==> config.mk <==
export PLATFORM = sky130hd
export DESIGN_NAME = debouncer_bank
export DESIGN_NICKNAME = d
export VERILOG_FILES = /design/src/rtl/debouncer_bank_pkg.sv /design/src/rtl/deb_tick.sv /design/src/rtl/debouncer_bank.sv
export SDC_FILE = /design/constraint.sdc
export NUM_CORES = 1
export LEC_CHECK = 0
export CORE_AREA = 2 2 39 41
export CTS_BUF_LIST = sky130_fd_sc_hd__clkbuf_4 sky130_fd_sc_hd__clkbuf_8
export DETAILED_ROUTE_END_ITERATION = 10
export DIE_AREA = 0 0 41 43
export SYNTH_ARGS = -nofsm -noshare
export SYNTH_HDL_FRONTEND = slang
export SYNTH_HIERARCHICAL = 1
export SYNTH_SLANG_ARGS = --single-unit
export TNS_END_PERCENT = 50
==> constraint.sdc <==
create_clock -name clk -period 2.1 [get_ports clk]
set_input_delay 0.63 -clock clk [delete_from_list [all_inputs] [get_ports clk]]
set_output_delay 0.63 -clock clk [all_outputs]
set_load 0.03 [all_outputs]
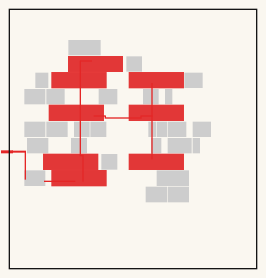
(I/O nets highlighted)
Drawn at 6 px/um.
| colour | port | bits | direction | edge | end cells | buffers | wire |
|---|---|---|---|---|---|---|---|
| red | rst_n | 1 | input | west | 8 | 1 | 57.0 um |
count of input and output buffers: 7
Top-Level Pins: 8

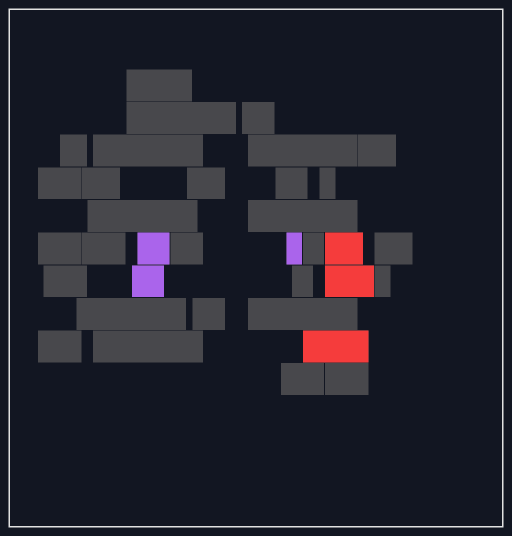
(selected gate families)
Drawn at 12 px/um.
| colour | family | cells |
|---|---|---|
| purple | nor cells | 3 |
| red | nand cells | 3 |
non-filler instance count after layout: 51
logic share of the area: 28.2%
most frequent logic cell in the layout: sky130_fd_sc_hd__dfrtp_1

==> Implementation_results.wiki <==
=== Synthesis and place and route ===
{| class="wikitable"
! Metric !! Value
|-
| Result of the run || finished, final reports clean
|-
| CTS Sinks || 8
|-
| Share of the core filled with cells in the final layout || 32.4%
|-
| Cell Area, Synth || 338 um^2
|-
| # rows || 14
|-
| Dominant delay contributor by cell family on the critical path || buffers and inverters
|-
| All-layer global routing usage || 9.05%
|-
| Layout Area Growth over Synthesis || 32.6%
|-
| Number of resized instances in the post-cts repair step || 2
|-
| Vertical die dimension || ~43 um
|-
| Placement Cell Area || approximately 430 um^2
|-
| Clock transition time at the flip-flop clock pins of the worst setup and hold paths || about 0.050 ns
|-
| H-tree levels || 1
|-
| Met2 routing resource usage after global routing || 14.4%
|-
| Core area || roughly 1400 um^2
|-
| Post-route ant nets || 0
|-
| Worst hold stages || 0
|-
| Max-cap check violation count || 0
|-
| Final Max Tran Viols || 0
|-
| Main area contributors || sky130_fd_sc_hd__dfrtp_1, sky130_fd_sc_hd__a21bo_2, sky130_fd_sc_hd__xnor2_1, sky130_fd_sc_hd__mux2_4, sky130_fd_sc_hd__nand4b_2
|-
| Starting DRC count in detailed routing || 1
|-
| Drt first pass iters || 2
|-
| Synthesized area per cell || 13.5 um^2
|-
| Crit path max fanout || 5
|-
| Wire length reported by the detailed router || about 600 um
|-
| Total CTS buffers || 3
|-
| Fraction of power consumed by combinational cells || between 10% and 20%
|-
| Endpoint kind of the worst setup timing path || primary output
|-
| Source-to-sink clock delay at the later pin of the worst-skew pair || roughly 0.24 ns
|-
| Initial core utilization || 24.4%
|-
| Cells after synthesis || 25
|-
| Kind of start point of the critical path || register
|-
| Via count of the first global-routing pass || 264
|-
| Worst-case reg-to-reg path depth || 2
|-
| Vias || 217
|-
| Global-route wire length before repair || 1050 um
|-
| Hold Buf Count CTS || 0
|-
| Minimum setup slack in the final design || 0.105 ns
|-
| Ratio of total power to cell area || 710 nW/um^2
|-
| Data arrival time at the worst-slack endpoint || 1.36 ns
|-
| Maximum clock skew at final layout || 0.000460 ns
|-
| CP max stage delay || 0.70 ns
|-
| EDFF count, synth || 0
|-
| Total negative slack for setup checks || 0 ns
|}
-- per-stage QoR --
step / hold WS, ns / cells
2_1_floorplan: 0.331 / 25
5_1_grt: 0.381 / 51
6_report: 0.377 / 51
3_5_place_dp: 0.353 / 48
4_1_cts: 0.373 / 51
3_3_place_gp: 0.339 / 48
-- kinds of logic (layout without fill, tap and decap cells) --
family,after synthesis,after routing,share of synthesized area (%)
buffers and inverters,2,12,3.33
multiplexers,1,1,4.44
other,1,1,1.11
XOR/XNOR,2,2,5.19
AND/OR/NAND/NOR,7,7,17.8
flip-flops,8,8,59.3
AND-OR/OR-AND,4,4,8.89
-- worst register-to-register path, cell delays in order (launching register included) --
cell                       delay, ns
sky130_fd_sc_hd__dfrtp_1        0.39
sky130_fd_sc_hd__nand4b_2       0.27
sky130_fd_sc_hd__mux2_4         0.33
-- per-layer routing --
layer	up-vias	part of all wire (%)
met4	0	0
met1	103	39
met3	0	7.5
met2	8	53
met5	-	0
li1	106	-
-- layout by cell type (no fill, tap or decap), drive strengths merged --
cell / n
nand4bb: 1
xnor2: 2
dfrtp: 8
buf: 1
inv: 1
a21oi: 2
mux2: 1
nand4b: 2
nor2: 1
nor3b: 2
conb: 1
a21bo: 2
or2: 1
dlygate4sd2: 2
clkdlybuf4s50: 5
clkbuf: 3
-- power by group through the flow --
stage / Clock, mW / Combinational, mW / Sequential [mW]
floorplan: 0 / 0.0213 / 0.172
global placement: 0 / 0.0387 / 0.170
CTS: 0.116 / 0.0381 / 0.169
detailed placement: 0 / 0.0395 / 0.172
global route: 0.120 / 0.0411 / 0.171
finish: 0.111 / 0.0378 / 0.169
-- layout make-up --
class                      count  area, um^2  share of cell area, %
clock buffer                   3        22.5                   5.03
inverter                       1        3.75                  0.838
multi-input combinational     15         126                   28.2
sequential                     8         200                   44.7
tap                           16        20.0                   4.47
timing repair buffer           8        75.1                   16.8
Power is estimated from default activity; no workload was simulated.
